`src/rtl/writeback_unit_if.sv`:
```
// ============================================================================
// Interface : writeback_unit_if
// Brief     : Result inputs, load handshake, register-file write and hazard query.
// Revision  : 1.0 - initial release
// ============================================================================
`default_nettype none

interface writeback_unit_if #(
    parameter int DEPTH  = 4,
    parameter int DATA_W = 32,
    parameter int ADDR_W = 5
);
    localparam int c_CNT_W = $clog2(DEPTH) + 1;

    logic              alu_valid;
    logic [ADDR_W-1:0] alu_rd;
    logic [DATA_W-1:0] alu_data;
    logic              mem_valid;
    logic [ADDR_W-1:0] mem_rd;
    logic [DATA_W-1:0] mem_data;
    logic              mem_ready;
    logic              CNTRL_RS;
    logic [ADDR_W-1:0] rd;
    logic [DATA_W-1:0] ALU_WB;
    logic [c_CNT_W-1:0] pending;
    logic [ADDR_W-1:0] q_rs;
    logic              q_hit;

    // Pipeline side: offers results, consumes the register-file write.
    modport master (
        output alu_valid, alu_rd, alu_data,
        output mem_valid, mem_rd, mem_data, q_rs,
        input  mem_ready, CNTRL_RS, rd, ALU_WB, pending, q_hit
    );

    modport slave (
        input  alu_valid, alu_rd, alu_data,
        input  mem_valid, mem_rd, mem_data, q_rs,
        output mem_ready, CNTRL_RS, rd, ALU_WB, pending, q_hit
    );
endinterface

`default_nettype wire

```
`src/rtl/writeback_unit.sv`:
```
// ============================================================================
// Module   : writeback_unit
// Brief    : Merges ALU and load results into one register-file write per cycle.
// Revision : 1.0 - initial release
// ============================================================================
`default_nettype none

module writeback_unit #(
    parameter int DEPTH  = 4,
    parameter int DATA_W = 32,
    parameter int ADDR_W = 5
) (
    input  wire logic       clk,
    input  wire logic       reset,
    writeback_unit_if.slave bus
);
    localparam int c_PTR_W = $clog2(DEPTH);
    localparam int c_CNT_W = c_PTR_W + 1;
    localparam logic [c_CNT_W-1:0] c_FULL = c_CNT_W'(DEPTH);

    logic [ADDR_W-1:0]  r_fifo_rd   [DEPTH];
    logic [DATA_W-1:0]  r_fifo_data [DEPTH];
    logic [DEPTH-1:0]   r_kill;
    logic [c_PTR_W-1:0] r_wptr;
    logic [c_PTR_W-1:0] r_rptr;
    logic [c_CNT_W-1:0] r_count;
    logic               r_we;
    logic [ADDR_W-1:0]  r_rd;
    logic [DATA_W-1:0]  r_data;

    logic               w_full;
    logic               w_mem_ready;
    logic               w_push;
    logic               w_alu_take;
    logic               w_pop;
    logic               w_head_live;
    logic [DEPTH-1:0]   w_occ;
    logic [DEPTH-1:0]   w_live;
    logic [DEPTH-1:0]   w_kill_set;
    logic [DEPTH-1:0]   w_qhit_vec;

    assign w_full      = (r_count == c_FULL);
    assign w_mem_ready = !w_full && !reset;
    // A load to x0 completes its handshake but never occupies a slot.
    assign w_push      = bus.mem_valid && w_mem_ready && (bus.mem_rd != '0);
    assign w_alu_take  = bus.alu_valid && (bus.alu_rd != '0);
    assign w_pop       = !w_alu_take && (r_count != '0);
    assign w_head_live = !r_kill[r_rptr];

    for (genvar gi = 0; gi < DEPTH; gi++) begin : g_slot
        logic [c_PTR_W-1:0] w_rel;
        assign w_rel          = c_PTR_W'(gi) - r_rptr;
        assign w_occ[gi]      = ({1'b0, w_rel} < r_count);
        assign w_live[gi]     = w_occ[gi] && !r_kill[gi];
        assign w_kill_set[gi] = w_alu_take && w_live[gi] && (r_fifo_rd[gi] == bus.alu_rd);
        assign w_qhit_vec[gi] = w_live[gi] && (r_fifo_rd[gi] == bus.q_rs);
    end

    always_ff @(posedge clk) begin
        if (reset) begin
            r_wptr  <= '0;
            r_rptr  <= '0;
            r_count <= '0;
            r_kill  <= '0;
            r_we    <= 1'b0;
            r_rd    <= '0;
            r_data  <= '0;
        end else begin
            // The slot being pushed is never occupied, so its fresh clear wins.
            r_kill <= r_kill | w_kill_set;
            if (w_push) begin
                r_fifo_rd[r_wptr]   <= bus.mem_rd;
                r_fifo_data[r_wptr] <= bus.mem_data;
                r_kill[r_wptr]      <= 1'b0;
                r_wptr              <= r_wptr + c_PTR_W'(1);
            end
            if (w_pop) begin
                r_rptr <= r_rptr + c_PTR_W'(1);
            end
            case ({w_push, w_pop})
                2'b10:   r_count <= r_count + c_CNT_W'(1);
                2'b01:   r_count <= r_count - c_CNT_W'(1);
                default: r_count <= r_count;
            endcase

            if (w_alu_take) begin
                r_we   <= 1'b1;
                r_rd   <= bus.alu_rd;
                r_data <= bus.alu_data;
            end else if (w_pop) begin
                r_we <= w_head_live;
                if (w_head_live) begin
                    r_rd   <= r_fifo_rd[r_rptr];
                    r_data <= r_fifo_data[r_rptr];
                end
            end else begin
                r_we <= 1'b0;
            end
        end
    end

    assign bus.mem_ready = w_mem_ready;
    assign bus.CNTRL_RS  = r_we;
    assign bus.rd        = r_rd;
    assign bus.ALU_WB    = r_data;
    assign bus.pending   = r_count;
    assign bus.q_hit     = (|w_qhit_vec) && (bus.q_rs != '0);

endmodule

`default_nettype wire

```
`src/flat_wrapper.sv`:
```
// flat-port wrapper written by rule: the top's interface ports become plain ports
module writeback_unit_flat 
#(
    parameter int DEPTH  = 4,
    parameter int DATA_W = 32,
    parameter int ADDR_W = 5
)
  (clk, reset, bus_alu_valid, bus_alu_rd, bus_alu_data, bus_mem_valid, bus_mem_rd, bus_mem_data, bus_q_rs, bus_mem_ready, bus_CNTRL_RS, bus_rd, bus_ALU_WB, bus_pending, bus_q_hit);
  writeback_unit_if #(.DEPTH(DEPTH), .DATA_W(DATA_W), .ADDR_W(ADDR_W)) bus_i ();
  input  wire logic clk;
  input  wire logic reset;
  input wire logic [$bits(bus_i.alu_valid)-1:0] bus_alu_valid;
  input wire logic [$bits(bus_i.alu_rd)-1:0] bus_alu_rd;
  input wire logic [$bits(bus_i.alu_data)-1:0] bus_alu_data;
  input wire logic [$bits(bus_i.mem_valid)-1:0] bus_mem_valid;
  input wire logic [$bits(bus_i.mem_rd)-1:0] bus_mem_rd;
  input wire logic [$bits(bus_i.mem_data)-1:0] bus_mem_data;
  input wire logic [$bits(bus_i.q_rs)-1:0] bus_q_rs;
  output wire logic [$bits(bus_i.mem_ready)-1:0] bus_mem_ready;
  output wire logic [$bits(bus_i.CNTRL_RS)-1:0] bus_CNTRL_RS;
  output wire logic [$bits(bus_i.rd)-1:0] bus_rd;
  output wire logic [$bits(bus_i.ALU_WB)-1:0] bus_ALU_WB;
  output wire logic [$bits(bus_i.pending)-1:0] bus_pending;
  output wire logic [$bits(bus_i.q_hit)-1:0] bus_q_hit;
  assign bus_i.alu_valid = bus_alu_valid;
  assign bus_i.alu_rd = bus_alu_rd;
  assign bus_i.alu_data = bus_alu_data;
  assign bus_i.mem_valid = bus_mem_valid;
  assign bus_i.mem_rd = bus_mem_rd;
  assign bus_i.mem_data = bus_mem_data;
  assign bus_i.q_rs = bus_q_rs;
  assign bus_mem_ready = bus_i.mem_ready;
  assign bus_CNTRL_RS = bus_i.CNTRL_RS;
  assign bus_rd = bus_i.rd;
  assign bus_ALU_WB = bus_i.ALU_WB;
  assign bus_pending = bus_i.pending;
  assign bus_q_hit = bus_i.q_hit;
  writeback_unit #(.DEPTH(DEPTH), .DATA_W(DATA_W), .ADDR_W(ADDR_W)) u_core (.clk(clk), .reset(reset), .bus(bus_i));
endmodule
```
`config.mk`:
```
export PLATFORM = sky130hd
export DESIGN_NAME = writeback_unit_flat
export DESIGN_NICKNAME = d
export VERILOG_FILES = /design/src/rtl/writeback_unit_if.sv /design/src/rtl/writeback_unit.sv /design/src/flat_wrapper.sv
export SDC_FILE = /design/constraint.sdc
export NUM_CORES = 1
export LEC_CHECK = 0
export ABC_AREA = 1
export CELL_PAD_IN_SITES_DETAIL_PLACEMENT = 1
export CELL_PAD_IN_SITES_GLOBAL_PLACEMENT = 2
export CORE_MARGIN = 4
export CORE_UTILIZATION = 34
export CTS_CLUSTER_DIAMETER = 100
export DETAILED_ROUTE_END_ITERATION = 8
export GPL_TIMING_DRIVEN = 1
export PLACE_DENSITY_LB_ADDON = 0.1
export SLEW_MARGIN = 20
export SYNTH_ARGS = -nofsm -noshare
export SYNTH_HDL_FRONTEND = slang
export SYNTH_SLANG_ARGS = --single-unit
```
`constraint.sdc`:
```
create_clock -name clk -period 2.9 [get_ports clk]
set_clock_uncertainty 0.1 [all_clocks]
set_input_delay 0.58 -clock clk [delete_from_list [all_inputs] [get_ports clk]]
set_output_delay 0.58 -clock clk [all_outputs]
set_load 0.01 [all_outputs]
```
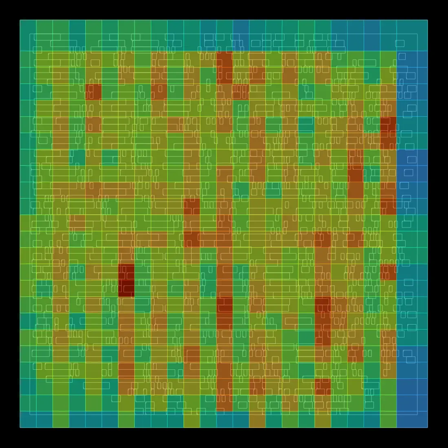
Fig. 1. Routing congestion map.
Global Route Usage Sum: 18.4%
DR WL/cell: 18.0 um
final core utilization: 44.3%
met2 Use GR: 31.0%
met3 usage in global routing: 2.67%

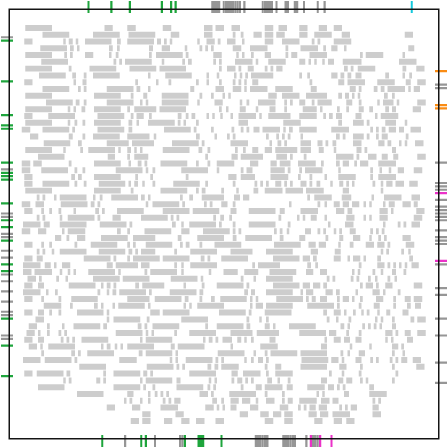
Fig. 2. Ports around the boundary.
Pins as bars across the die edge, other pins in grey.
Key: bus_pending = orange [pins 3, direction output, edge right]; reset = cyan [pins 1, direction input, edge top]; bus_alu_rd = magenta [pins 5, direction input, edge 3 bottom, 2 right]; bus_mem_data = green [pins 32, direction input, edge 18 left, 8 bottom, 6 top]

==> README.md <==
| Step | Item | Reported |
|---|---|---|
| status | Status | complete, no violations |
| worst setup path | R2R Path End | u_core.bus.pending[2] |
| synth | Count of library flops with an enable pin | 148 |
| clock network | Number of buffers inserted for hold repair after clock tree synthesis | 0 |
| finish | Count of placed standard cells in the final layout, fillers left out | 1474 |
| timing | RSZ-0062 raised after global routing | no |
| synth | Yosys warns | 0 |
| clock network | Post-CTS setup buffer count | 0 |
| clock network | Clock transition at the registers of the reported paths | 0.09 ns |
| worst setup path | Slowest cell on crit path | sky130_fd_sc_hd__dfxtp_1 |
| power | Combinational share of power | 40.1% |
| synth | Count leader, synth | sky130_fd_sc_hd__nand2_1 |
| power | Clock network power share | 23.8% |
| place | Number of cells in the design after placement | 1442 |
| power | Switching Fraction | 37.5% |
| finish | Clock Buffer Count | 17 |
| finish | Synthesis-to-layout area growth | 27.2% |
| synth | Synthesized netlist net count | 1083 |
| worst setup path | Startpoint class of the critical path | register |
| synth | FF+latch count, synth | 199 |
| grt | Met1 track demand over resource | 25.4% |
| synth | Ys async rst share | 0% |
| timing | Final count of hold timing violations | 0 |
| finish | Buffers, non-clock | 171 |
| floorplanning | Starting density of the core | 34.8% |
| timing | Worst path setup slack after routing | 0.184 ns |
| power | Power Sequential | 3.59 mW |
| timing | Worst max-slew margin expressed relative to the limit | 43.1% |
| clock network | Post-CTS sizing | 9 |
| clock network | Number of sinks on the clock net | 199 |
| finish | Relative area of non-clock buffer cells in the final design | 14.6% |
| finish | Leading cell category by total area | flip-flops and latches |
| worst setup path | Crit Path Max Fanout | 3 |
| worst setup path | Crit path capture | bus_q_hit |
| drt | Highest signal layer in the routed design | met5 |
| floorplanning | Area inside the core boundary | 26200 um^2 |
| floorplanning | Area of the chip | 29500 um^2 |
| power | Switch Pwr | 3.72 mW |
| floorplanning | Top-Level Pins | 126 |
| synth | Top_reg_cell synth | sky130_fd_sc_hd__edfxtp_1 |
| clock network | Number of buffers created by CTS | 17 |
| drt | Post-detailed-route via-to-cell ratio | 4.75 |
| finish | Count of inverters other than clock inverters in the layout | 39 |
| power | Total power consumption of the routed design | 9.94 mW |
| grt | First-pass GRT wire length | 41600 um |
| timing | Pin slew with the least headroom to its limit | 0.853 ns |
| timing | Worst hold slack | 0.391 ns |
| clock network | Clock tree from TritonCTS | yes |
| clock network | Max clock buf depth | 2 |
| clock network | H-tree depth | 4 |
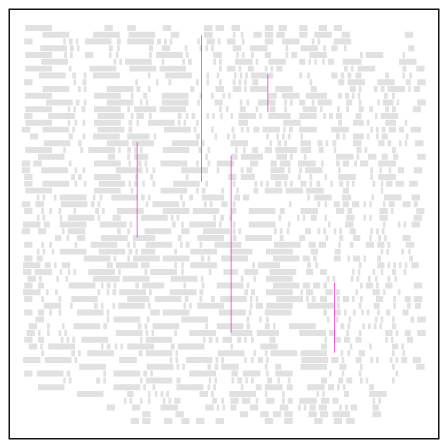
Fig. 3. The metal 4 layer.
Cells faint in the background.
The layer holds 0.79% of the routed length. The wires run mostly vertical.

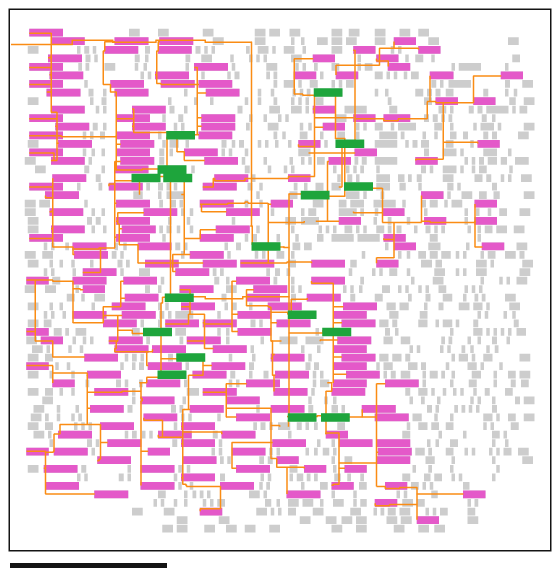
Fig. 4. Routed clock nets over the placement.
Bar = 50 um.
Key: cells driving clock nets = green [count 17]; clock wires = orange [length 2460 um]; flip-flops = magenta [count 199]
There are 18 routed clock nets.

Power and IR drop assume default switching activity.
